--- src/rtl/vga_timing_pkg.sv ---
// vga_timing_pkg: 800x600@72 vertical timing constants, framebuffer geometry and arbiter states
package vga_timing_pkg;
  localparam int H_VISIBLE = 800;
  localparam int V_VISIBLE = 600;
  localparam int V_FRONT = 37;
  localparam int V_PULSE = 6;
  localparam int V_BACK = 23;
  localparam int V_TOTAL = V_VISIBLE + V_FRONT + V_PULSE + V_BACK;
  localparam int VS_START = V_VISIBLE + V_FRONT;
  localparam int VS_END = VS_START + V_PULSE - 1;
  localparam int AW = 19;
  localparam int DW = 8;
  localparam int LW = 10;
  localparam int FB_DEPTH = H_VISIBLE * V_VISIBLE;
  typedef enum logic [1:0] {BLANK, SCAN, WRITE} arb_state_t;
endpackage

--- src/rtl/vga_line_counter.sv ---
// vga_line_counter: counts line strobes into vertical timing flags and the frame wrap
module vga_line_counter
  import vga_timing_pkg::*;
(
  input  logic clk,
  input  logic rst,
  input  logic line_end,
  output logic wrap,
  output logic v_sync,
  output logic v_active,
  output logic frame_start
);
  logic [LW-1:0] line_cnt, nxt;
  assign wrap = line_end && line_cnt == LW'(V_TOTAL - 1);
  assign nxt = wrap ? '0 : line_cnt + LW'(1);
  // flags are computed from the next count so they always describe the current line
  always_ff @(posedge clk)
    if (!rst) begin
      line_cnt <= '0;
      v_sync <= 1'b0;
      v_active <= 1'b1;
      frame_start <= 1'b0;
    end else begin
      frame_start <= wrap;
      if (line_end) begin
        line_cnt <= nxt;
        v_active <= nxt < LW'(V_VISIBLE);
        v_sync <= nxt >= LW'(VS_START) && nxt <= LW'(VS_END);
      end
    end
endmodule

--- src/rtl/vga_fb_arbiter.sv ---
// vga_fb_arbiter: shares one framebuffer port between the video scan and a blanking-time writer
module vga_fb_arbiter
  import vga_timing_pkg::*;
(
  input  logic          clk,
  input  logic          rst,
  input  logic          line_end,
  input  logic          display_en,
  output logic          v_sync,
  output logic          v_active,
  output logic          frame_start,
  output logic [AW-1:0] mem_addr,
  output logic          mem_we,
  output logic [DW-1:0] mem_wdata,
  input  logic [DW-1:0] mem_rdata,
  output logic [DW-1:0] pix_data,
  output logic          pix_valid,
  input  logic          wr_req,
  input  logic [AW-1:0] wr_addr,
  input  logic [DW-1:0] wr_data,
  output logic          wr_ack
);
  arb_state_t state;
  logic wrap, scan, issue;
  logic [AW-1:0] base, col, base_e, col_e;
  vga_line_counter u_lines (
    .clk(clk),
    .rst(rst),
    .line_end(line_end),
    .wrap(wrap),
    .v_sync(v_sync),
    .v_active(v_active),
    .frame_start(frame_start)
  );
  assign scan = display_en && v_active;
  assign issue = !scan && state != SCAN && wr_req && !wr_ack;
  assign base_e = wrap ? '0 : (line_end && v_active) ? base + AW'(H_VISIBLE) : base;
  assign col_e = line_end ? '0 : col;
  assign pix_data = mem_rdata;
  // port arbitration: scan preempts, a held request is issued once on a free cycle after a free cycle
  always_ff @(posedge clk)
    if (!rst) begin
      state <= BLANK;
      base <= '0;
      col <= '0;
      mem_addr <= '0;
      mem_we <= 1'b0;
      mem_wdata <= '0;
      pix_valid <= 1'b0;
      wr_ack <= 1'b0;
    end else begin
      base <= base_e;
      col <= col_e + AW'(scan);
      pix_valid <= state == SCAN;
      mem_we <= issue && wr_addr < AW'(FB_DEPTH);
      wr_ack <= issue;
      state <= scan ? SCAN : issue ? WRITE : BLANK;
      if (scan) mem_addr <= base_e + col_e;
      else if (issue) begin
        mem_addr <= wr_addr;
        mem_wdata <= wr_data;
      end
    end
endmodule
--- config.mk ---
export PLATFORM = sky130hd
export DESIGN_NAME = vga_fb_arbiter
export DESIGN_NICKNAME = d
export VERILOG_FILES = /design/src/rtl/vga_timing_pkg.sv /design/src/rtl/vga_line_counter.sv /design/src/rtl/vga_fb_arbiter.sv
export SDC_FILE = /design/constraint.sdc
export NUM_CORES = 1
export LEC_CHECK = 0
export CORE_AREA = 2 2 89 112
export CTS_CLUSTER_DIAMETER = 100
export CTS_CLUSTER_SIZE = 24
export DETAILED_ROUTE_END_ITERATION = 8
export DIE_AREA = 0 0 91 114
export PLACE_DENSITY = 0.81
export SLEW_MARGIN = 20
export SYNTH_ARGS = -nofsm -noshare
export SYNTH_HDL_FRONTEND = slang
export SYNTH_SLANG_ARGS = --single-unit
--- constraint.sdc ---
create_clock -name clk -period 4.8 [get_ports clk]
set_input_delay 1.2 -clock clk [delete_from_list [all_inputs] [get_ports clk]]
set_output_delay 1.2 -clock clk [all_outputs]
set_load 0.01 [all_outputs]
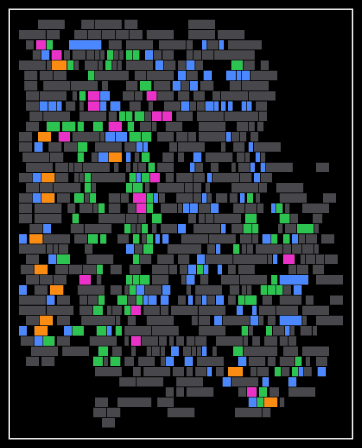
*Logic cells by family, run 1*
| family | color | cells | most used |
|---|---|---|---|
| aoi and oai cells | green | 88 | a21oi_1 |
| mux cells | orange | 12 | mux2i_1 |
| non-inverting ao/oa cells | magenta | 17 | a21o_1 |
| nor cells | blue | 104 | nor2b_1 |
Top cell excl fill/tap: dfxtp_1
non-filler cells, final: 764
Comb area share: 51.5%

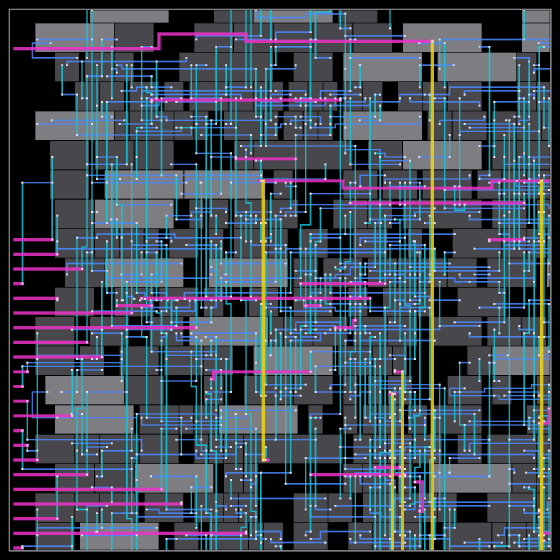
*Close-up of the layout, run 1*
Region (0, 60) to (50, 110) um. Cells in gray, sequential cells in the stronger gray; small squares are vias.
| layer | color |
|---|---|
| M2 | cyan |
| M1 | blue |
| M4 | yellow |
| M3 | magenta |
netlist names of flops here include: mem_addr (10), col (5), mem_wdata (3)
cells with their middle in the window: 215
sequential cells in the window: 21
most frequent: clkdlybuf4s50_1 (31), nand2_1 (23), dfxtp_1 (21)

==> results_slide.txt, run 1 <==
Flow Results at a Glance

Outcome
  • Outcome: completed

Logic synthesis
  • # Cells Yosys: around 590
  • Syn. warnings: 0
  • Ao+oa area frac: 13.8%
  • Seq share, synth: 33.6%
  • Synthesized area per cell: roughly 8.4 um2
  • Count leader, synth: dfxtp_1
  • Xor/xnor share: about a tenth
  • Post-synth EDFFs: 0
  • Synth top area cells: dfxtp_1 (34%), ha_1 (5.8%), nor2b_1 (5.7%), and2_1 (4.8%), xor2_1 (4.6%)
  • Top cells by count, synth: dfxtp_1 (83), nand2_1 (54), nor2b_1 (45)
  • Top non-seq family: simple AND/OR/NAND/NOR gates
  • Post-synthesis cell count: approximately 590
  • Simple share: roughly 29%
  • Yosys adder share: ~6.2%
  • Synth cell types: between 60 and 70
  • Top-area cell share: 33.6%
  • Post-synthesis mux area share: under 10%
  • Synth Flop Type: dfxtp_1
  • Mapped Nets: approximately 650

Final timing
  • # setup viols final: 0
  • Fin Setup TNS: 0 ns
  • RSZ-0062 raised after global routing: false
  • Slew Viols, Final: 0
  • Final setup skew: approximately 0.0066 ns
  • Slew HR: around 44%
  • Worst slew pin tran: 0.838 ns
  • Final hold vios: 0
  • Maximum clock rate: ~240 MHz

Global route
  • Vias in the first global route: approximately 4300
  • Largest net degree at the start of global routing: about 79
  • Total gr overflow: 0
  • Overall routing resource usage: a little under a quarter
  • Global-route wire length before repair: just under 20 mm

Finish
  • # fillers: around 840
  • Synthesis-to-finish area growth: 19.0%
  • NumNets Final: about 700
  • Layout cells sized above 1: under 10%
  • N_diodes: 0

Clock tree
  • Post-CTS Setup Inserts: 0
  • Cts hold-fix bufs: 0
  • Clock Latency Late Sink: around 0.35 ns
  • Post_cts resized: 0
  • CTS Buffer Depth: 2
  • CTS Buf Count: 9
  • Root Driver: clkbuf_16
  • Sink Count: roughly 83
  • H-tree levels: 3
  • CTS tree: yes

Die
  • FP Util: around 53%
  • Die Ht: 114 um
  • Placement Rows: approximately 40
  • Die Size: 0.0104 mm2
  • Die X: 91 um

Setup path
  • CP Buf/Inv Count: 3
  • Critical path class: in -> reg
  • Critical Path Max Stage Delay: roughly 0.48 ns
  • Reg2Reg Setup Slack: between 1 and 1.5 ns
  • Crit path DRT: 5.04 ns
  • CP dominant cell by count: nand2_1
  • Critical Path Slowest Stage Cell: clkdlybuf4s50_1
  • CP max FO: 39
  • CP Capture Type: flip-flop

Detailed routing
  • Initial DRC Count: ~210
  • DR WL/cell: around 15 um
  • Total routed wirelength: between 10 and 15 mm
  • DRC: 0
  • Post-route ant nets: 0
  • Post-DR vias/cell: between 5 and 6
  • Drt first pass iters: 5
  • Vias post-DR: ~4200

Power
  • Internal power: about 0.0012 W
  • Logic pwr share: a little under an eighth
  • Clock Power Share: 43.1%
  • Switching power total: between 0.0003 and 0.0004 W
  • Sequential cell fraction of total power: between 40% and 50%
  • Sw Ratio: 24.2%

Run
  • OpenROAD warnings: 27
  • Max-cap viol count: 0

Placed design
  • Post-DP HPWL: 8.37 mm
  • GPL Wtd Cong: ~0.9
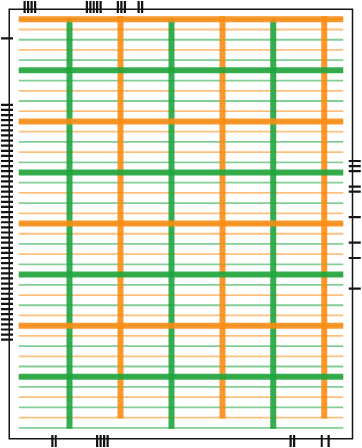
*Supply network, run 1*
Pins as bars on the die edge.
| net | color |
|---|---|
| VDD | orange |
| VSS | green |
signal pins: 81
met5 straps: 8
met4 straps: 6
met1 rails: 41
core area: 0.00941 mm2
Peak VDD IR: 207 uV

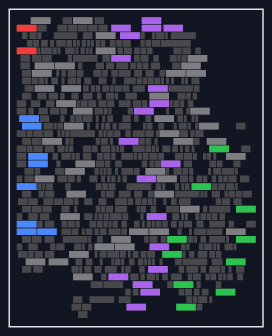
*Register map, names as in the netlist, run 1*
Other sequential cells in the stronger gray, the rest of the logic in the fainter gray.
| signal | color | sequential cells |
|---|---|---|
| state | red | 2 |
| col | purple | 19 |
| mem_wdata | blue | 8 |
| u_lines.line_cnt | green | 10 |
not colored: 44
Flop area: 0.00166 mm2
Core Util, Final: 62.5%
Seq/total area: 28.3%
P_seq: 0.000726 W

## run 1: power by group through the flow
stage,combinational (W),clock (W),sequential [W]
global route,0.000211,0.000735,0.000729
global placement,0.000187,0,0.000740
CTS,0.000192,0.000706,0.000726
floorplan,0.000112,0,0.000745
finish,0.000192,0.000694,0.000726
detailed placement,0.000190,0,0.000741
## run 1: layer usage
layer  GRT usage [%]  share of wire, %  up-vias
li1                -                 -     2105
met1            27.2                43     1951
met2            40.5                49      125
met3            7.00               6.1       17
met4            10.0               2.1        0
met5               0                 0        -
## run 1: through the flow
step	util [%]	total power, W	setup slack [ns]	area [um2]	hold WS, ns
after detailed placement	59.3	0.000930	0.391	5580	0.462
after global placement	59.3	0.000928	0.523	5580	0.461
final	62.5	0.00161	0.698	5880	0.471
after floorplan	-	0.000857	1.01	4940	0.444
after CTS	62.5	0.00162	0.763	5880	0.477
after global routing	62.5	0.00167	0.462	5880	0.493
## run 1: flip-flops by register name (all words and copies together), names as in the netlist
signal / flops
mem_wdata: 8
pix_valid: 1
state: 2
u_lines.frame_start: 1
u_lines.v_active: 1
col: 19
u_lines.line_cnt: 10
mem_addr: 19
u_lines.v_sync: 1
mem_we: 1
wr_ack: 1
base: 19
## run 1: area by class of cell
class	count	area, um2	share of cell area [%]
well taps	126	158	2.68
multi-input cells	454	3030	51.5
inverters	15	56.3	0.958
repair buffers	70	681	11.6
clock buffers	12	246	4.19
flip-flops and latches	83	1660	28.3
clock inverters	4	50.0	0.851
## run 1: worst paths after layout
check,from,to,depth (start not counted)
min,mem_addr[0],mem_addr[0],2
min reg2reg,mem_addr[0],mem_addr[0],2
max reg2reg,u_lines.line_cnt[2],mem_addr[16],13
max,line_end,mem_addr[16],13
==> inputs of run 2 (changes only) <==
--- a/config.mk
+++ b/config.mk
@@ -11,6 +11,7 @@
 export DETAILED_ROUTE_END_ITERATION = 8
 export DIE_AREA = 0 0 91 114
 export PLACE_DENSITY = 0.81
+export SKIP_CTS_REPAIR_TIMING = 1
 export SLEW_MARGIN = 20
 export SYNTH_ARGS = -nofsm -noshare
 export SYNTH_HDL_FRONTEND = slang
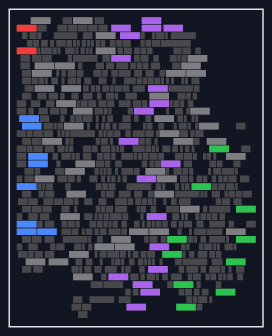
*Register map, names as in the netlist, run 2*
Other sequential cells in the stronger gray, the rest of the logic in the fainter gray.
| signal | color | sequential cells |
|---|---|---|
| state | red | 2 |
| col | purple | 19 |
| u_lines.line_cnt | green | 10 |
| mem_wdata | blue | 8 |

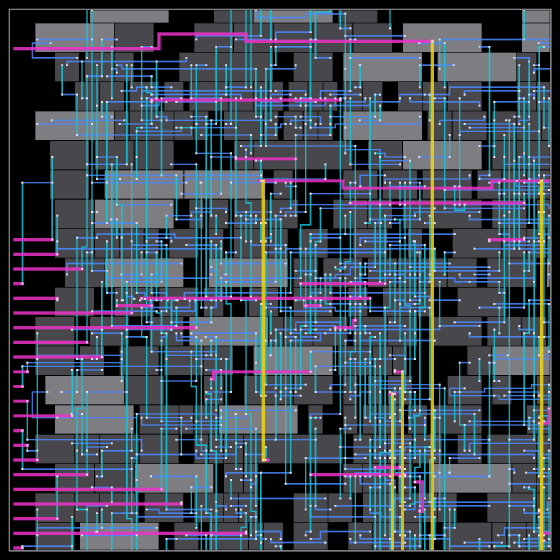
*Close-up of the layout, run 2*
Region (0, 60) to (50, 110) um. Cells in gray, sequential cells in the stronger gray; small squares are vias.
| layer | color |
|---|---|
| M4 | yellow |
| M3 | magenta |
| M2 | cyan |
| M1 | blue |
cells with their middle in the window: 215
most frequent: clkdlybuf4s50_1 (31), nand2_1 (23), dfxtp_1 (21)
sequential cells in the window: 21
netlist names of flops here include: mem_addr (10), col (5), mem_wdata (3)

==> run 2 against run 1 <==
  * Worst hold slack unchanged
  * Via count is the same
  * Sequential power about the same
  * Area after synthesis unchanged
  * Fmax did not move
  * Utilization did not move
  * Worst setup slack stayed put
==> results_slide.txt, run 2 <==
Flow Results at a Glance

Setup path
  • CP Capture Type: flip-flop (unchanged)
  • Critical Path Slowest Stage Cell: clkdlybuf4s50_1 (unchanged)
  • FF-to-FF path depth: 13 (unchanged)
  • CP max FO: 39 (unchanged)
  • Crit path DRT: 5.04 ns (about the same)
  • Critical Path Max Stage Delay: 0.48 ns (about the same)
  • CP dominant cell by count: nand2_1 (unchanged)
  • Critical path class: in -> reg (unchanged)

Outcome
  • Outcome: completed (unchanged)

Logic synthesis
  • Seq share, synth: 33.6% (unchanged)
  • Top cells by count, synth: dfxtp_1 (83), nand2_1 (54), nor2b_1 (45) (unchanged)
  • Count leader, synth: dfxtp_1 (unchanged)
  • Synth cell types: 63 (unchanged)
  • Top-area cell share: 33.6% (unchanged)
  • Synth Flop Type: dfxtp_1 (unchanged)
  • Synthesized area per cell: 8.40 um2 (unchanged)
  • Post-synth EDFFs: 0 (unchanged)
  • Synth top area cells: dfxtp_1 (34%), ha_1 (5.8%), nor2b_1 (5.7%), and2_1 (4.8%), xor2_1 (4.6%) (unchanged)
  • Post-synthesis cell count: 588 (unchanged)
  • # Cells Yosys: 588 (unchanged)
  • Syn. warnings: 0 (unchanged)

Placed design
  • Worst slack at placement: 0.391 ns (unchanged)
  • Post-DP HPWL: 8.37 mm (unchanged)
  • GPL Wtd Cong: 0.904 (unchanged)

Detailed routing
  • Top Layer Used: met4 (unchanged)
  • Post-route ant nets: 0 (unchanged)
  • Drt first pass iters: 5 (unchanged)
  • Total routed wirelength: 11.5 mm (unchanged)
  • DR WL/cell: 15.1 um (unchanged)
  • Post-DR vias/cell: 5.49 (unchanged)
  • Vias post-DR: 4198 (unchanged)
  • Met1 Wirelength: 4.92 mm (unchanged)
  • Routed wl met2: 5.66 mm (unchanged)

Die
  • Core area: 0.00941 mm2 (unchanged)
  • Die Ht: 114 um (unchanged)
  • Die Size: 0.0104 mm2 (unchanged)
  • FP Util: 52.5% (unchanged)

Global route
  • Global-route wire length before repair: 19.8 mm (unchanged)
  • Total gr overflow: 0 (unchanged)
  • Largest net degree at the start of global routing: 79 (unchanged)
  • Vias in the first global route: 4307 (unchanged)
  • Overall routing resource usage: 23.6% (unchanged)

Final timing
  • # setup viols final: 0 (unchanged)
  • Maximum clock rate: 244 MHz (unchanged)
  • RSZ-0062 raised after global routing: false (unchanged)
  • Slew HR: 43.9% (unchanged)
  • Final setup skew: 0.00662 ns (unchanged)
  • Worst Slack Setup Final: 0.698 ns (unchanged)
  • Slew Viols, Final: 0 (unchanged)
  • Fin Setup TNS: 0 ns (unchanged)

Finish
  • Synthesis-to-finish area growth: 19.0% (unchanged)
  • # fillers: 839 (unchanged)
  • N_diodes: 0 (unchanged)
  • NumNets Final: 697 (unchanged)
  • Logic area: 0.00303 mm2 (unchanged)
  • Flop area: 0.00166 mm2 (unchanged)
  • Layout cells sized above 1: 6.11% (unchanged)
  • Top Registers: base (19), col (19), mem_addr (19) (unchanged)

Power
  • Peak VDD IR: 207 uV (unchanged)
  • Clock Power Share: 43.1% (about the same)
  • Combinational power: 0.000192 W (about the same)
  • Internal power: 0.00122 W (unchanged)
  • P_seq: 0.000726 W (about the same)
  • Switching power total: 0.000390 W (unchanged)
  • Leading power group: registers (unchanged)
  • Sequential cell fraction of total power: 45.1% (about the same)
  • Logic pwr share: 11.9% (about the same)
  • Sw Ratio: 24.2% (unchanged)
  • Clk. pwr: 0.000694 W (about the same)

Run
  • Max-cap viol count: 0 (unchanged)
  • OpenROAD warnings: 27 (unchanged)

Clock tree
  • CTS Buffer Depth: 2 (unchanged)
  • Clock Latency Late Sink: 0.35 ns (about the same)
  • Root Driver: clkbuf_16 (unchanged)
  • CTS Buf Count: 9 (unchanged)
  • CTS tree: yes (unchanged)

Worst hold path
  • WHS Path Cells: 2 (unchanged)
-- run 2: critical path, delay by kind of cell --
kind / cells / cell delay (ns)
compound gates: 3 / 0.85
fa+ha+maj: 1 / 0.38
buf+inv: 3 / 1.06
mux: 1 / 0.24
simple gates: 5 / 0.61
-- run 2: area by class of cell --
cell class	instances	share of cell area, %
Multi-Input combinational cell	454	51.5
Sequential cell	83	28.3
Timing Repair Buffer	70	11.6
Clock buffer	12	4.19
Tap cell	126	2.68
Inverter	15	0.958
Clock inverter	4	0.851
-- run 2: per-stage QoR --
stage          area [um2]  util, %  total power (W)  cells  hold slack [ns]
2_1_floorplan        4940        -         0.000857    588            0.444
3_3_place_gp         5580     59.3         0.000928    748            0.461
3_5_place_dp         5580     59.3         0.000930    748            0.462
4_1_cts              5880     62.5          0.00162    764            0.477
5_1_grt              5880     62.5          0.00167    764            0.493
6_report             5880     62.5          0.00161    764            0.471
-- run 2: metal layers --
metal	track usage, %	vias to the layer above
met5	0	-
met4	10.0	0
met3	7.00	17
met2	40.5	125
met1	27.2	1951
li1	-	2105
-- run 2: cell families after synthesis --
kind of cell	after synthesis	synth area share (%)
simple gates	260	29.1
compound gates	105	13.8
flops	83	33.6
xor+xnor	53	9.70
buf+inv	51	5.09
fa+ha+maj	24	6.23
mux	12	2.48
-- run 2: path summary, 6_finish.rpt --
| kind | end | start | slack, ns |
|---|---|---|---|
| worst max-delay path | mem_addr[16] | line_end | 0.70 |
| worst min-delay path | mem_addr[0] | mem_addr[0] | 0.47 |
| worst max register to register | mem_addr[16] | u_lines.line_cnt[2] | 1.22 |
| worst min register to register | mem_addr[0] | mem_addr[0] | 0.47 |
==> inputs of run 3 (changes only) <==
--- a/config.mk
+++ b/config.mk
@@ -10,6 +10,7 @@
 export CTS_CLUSTER_SIZE = 24
 export DETAILED_ROUTE_END_ITERATION = 8
 export DIE_AREA = 0 0 91 114
+export GPL_TIMING_DRIVEN = 1
 export PLACE_DENSITY = 0.81
 export SKIP_CTS_REPAIR_TIMING = 1
 export SLEW_MARGIN = 20
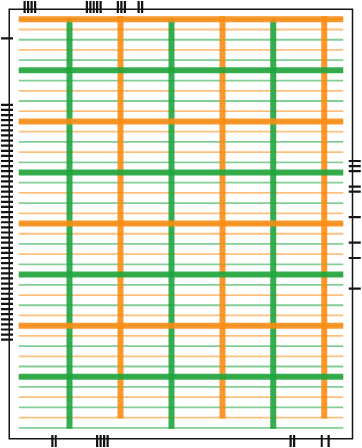
*Supply network, run 3*
Pins as bars on the die edge.
Die X: 91 um
Die Ht: 114 um

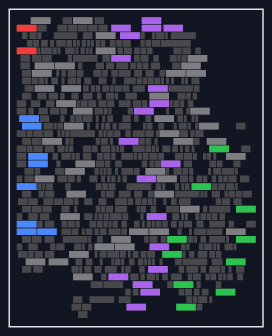
*Register map, names as in the netlist, run 3*
Other sequential cells in the stronger gray, the rest of the logic in the fainter gray.
| signal | color | sequential cells |
|---|---|---|
| state | red | 2 |
| u_lines.line_cnt | green | 10 |
| col | purple | 19 |
| mem_wdata | blue | 8 |

==> run 3 against run 2 <==
  * Power unchanged
  * Critical path depth unchanged
  * Sequential share of layout area unchanged
  * Combinational power about the same
  * Worst setup slack unchanged
  * Count of clock-buffer cells in the layout unchanged
  * Via count unchanged
  * Critical path type unchanged
  * Critical endpoint unchanged
  * Largest cell class unchanged
==> results_slide.txt, run 3 <==
Flow Results at a Glance

Outcome
  • Outcome: completed (unchanged)

Setup path
  • Crit path DRT: 5.04 ns (about the same)
  • CP dominant cell by count: nand2_1 (unchanged)
  • CP Capture Type: flip-flop (unchanged)
  • Critical path class: in -> reg (unchanged)
  • Critical Path Slowest Stage Cell: clkdlybuf4s50_1 (unchanged)
  • Delay-heaviest family, CP: buffers and inverters (unchanged)
  • CP max FO: 39 (unchanged)
  • Critical Path Max Stage Delay: 0.48 ns (about the same)

Die
  • Die Size: 0.0104 mm2 (unchanged)
  • Placement Rows: 40 (unchanged)
  • Core area: 0.00941 mm2 (unchanged)

Detailed routing
  • Met1 Wirelength: 4.92 mm (unchanged)
  • DRC: 0 (unchanged)
  • Initial DRC Count: 209 (unchanged)
  • Top Layer Used: met4 (unchanged)
  • Total routed wirelength: 11.5 mm (unchanged)
  • Drt first pass iters: 5 (unchanged)
  • Post-route ant nets: 0 (unchanged)
  • Routed wl met2: 5.66 mm (unchanged)
  • Vias post-DR: 4198 (unchanged)
  • WL met3: 707 um (unchanged)
  • Post-DR vias/cell: 5.49 (unchanged)
  • DR WL/cell: 15.1 um (unchanged)

Final timing
  • Worst slew pin tran: 0.838 ns (unchanged)
  • Fin Setup TNS: 0 ns (unchanged)
  • # setup viols final: 0 (unchanged)
  • RSZ-0062 raised after global routing: false (unchanged)
  • Slew Viols, Final: 0 (unchanged)
  • Final setup skew: 0.00662 ns (unchanged)
  • Slew HR: 43.9% (unchanged)
  • Maximum clock rate: 244 MHz (unchanged)

Global route
  • Overall routing resource usage: 23.6% (unchanged)
  • Vias in the first global route: 4307 (unchanged)
  • Largest net degree at the start of global routing: 79 (unchanged)
  • Total gr overflow: 0 (unchanged)

Logic synthesis
  • Synth top area cells: dfxtp_1 (34%), ha_1 (5.8%), nor2b_1 (5.7%), and2_1 (4.8%), xor2_1 (4.6%) (unchanged)
  • Synthesized area per cell: 8.40 um2 (unchanged)
  • Mapped Nets: 652 (unchanged)
  • Syn. warnings: 0 (unchanged)
  • Post-synthesis cell count: 588 (unchanged)
  • Top-area cell share: 33.6% (unchanged)
  • Count leader, synth: dfxtp_1 (unchanged)
  • Top cells by count, synth: dfxtp_1 (83), nand2_1 (54), nor2b_1 (45) (unchanged)
  • Seq share, synth: 33.6% (unchanged)
  • Post-synth EDFFs: 0 (unchanged)
  • Synth Flop Type: dfxtp_1 (unchanged)
  • # Cells Yosys: 588 (unchanged)

Run
  • OpenROAD warnings: 27 (unchanged)
  • Max-cap viol count: 0 (unchanged)

Placed design
  • GPL Wtd Cong: 0.904 (unchanged)
  • Post-DP HPWL: 8.37 mm (unchanged)

Finish
  • N_diodes: 0 (unchanged)
  • Layout cells sized above 1: 6.11% (unchanged)
  • Top Registers: base (19), col (19), mem_addr (19) (unchanged)
  • Synthesis-to-finish area growth: 19.0% (unchanged)
  • Top cell excl fill/tap: dfxtp_1 (unchanged)
  • NumNets Final: 697 (unchanged)

Clock tree
  • Sink Count: 83 (unchanged)
  • Clock Latency Late Sink: 0.35 ns (about the same)
  • Root Driver: clkbuf_16 (unchanged)
  • CTS Buffer Depth: 2 (unchanged)
  • CTS tree: yes (unchanged)
  • H-tree levels: 3 (unchanged)

Power
  • Peak VDD IR: 207 uV (unchanged)
## run 3: cell counts in the layout (fill, tap and decap cells not counted)
No cell type changed its count.
## run 3: worst paths after layout
check	startpoint	to	cells past startpoint
worst max-delay path	line_end	mem_addr[16]	13
worst min-delay path	mem_addr[0]	mem_addr[0]	2
worst max register to register	u_lines.line_cnt[2]	mem_addr[16]	13
worst min register to register	mem_addr[0]	mem_addr[0]	2
## run 3: area by class of cell
cell class	instances	area, um2
Tap cell	126	158
Inverter	15	56.3
Clock buffer	12	246
Timing Repair Buffer	70	681
Sequential cell	83	1660
Clock inverter	4	50.0
Fill cell	839	3530
Multi-Input combinational cell	454	3030
## run 3: report_power, final
part	internal (W)	switching, W
Combinational	0.0000956	0.0000961
Clock	0.000416	0.000278
Sequential	0.000711	0.0000157
## run 3: metal layers
layer	vias to the layer above	track usage (%)
met1	1951	27.2
met3	17	7.00
met5	-	0
li1	2105	-
met2	125	40.5
met4	0	10.0
## run 3: per-stage QoR
stage / cells / util, % / hold WS [ns] / area, um2 / setup slack, ns
3_3_place_gp: 748 / 59.3 / 0.461 / 5580 / 0.523
5_1_grt: 764 / 62.5 / 0.493 / 5880 / 0.462
2_1_floorplan: 588 / - / 0.444 / 4940 / 1.01
6_report: 764 / 62.5 / 0.471 / 5880 / 0.698
3_5_place_dp: 748 / 59.3 / 0.462 / 5580 / 0.391
4_1_cts: 764 / 62.5 / 0.477 / 5880 / 0.763
## run 3: logic make-up (layout without fill, tap and decap cells)
group           after synthesis  in the layout  synth area share (%)
flops                        83             83                  33.6
buf+inv                      51            101                  5.09
xor+xnor                     53             53                  9.70
compound gates              105            105                  13.8
mux                          12             12                  2.48
simple gates                260            260                  29.1
fa+ha+maj                    24             24                  6.23
Power and IR drop assume default switching activity.
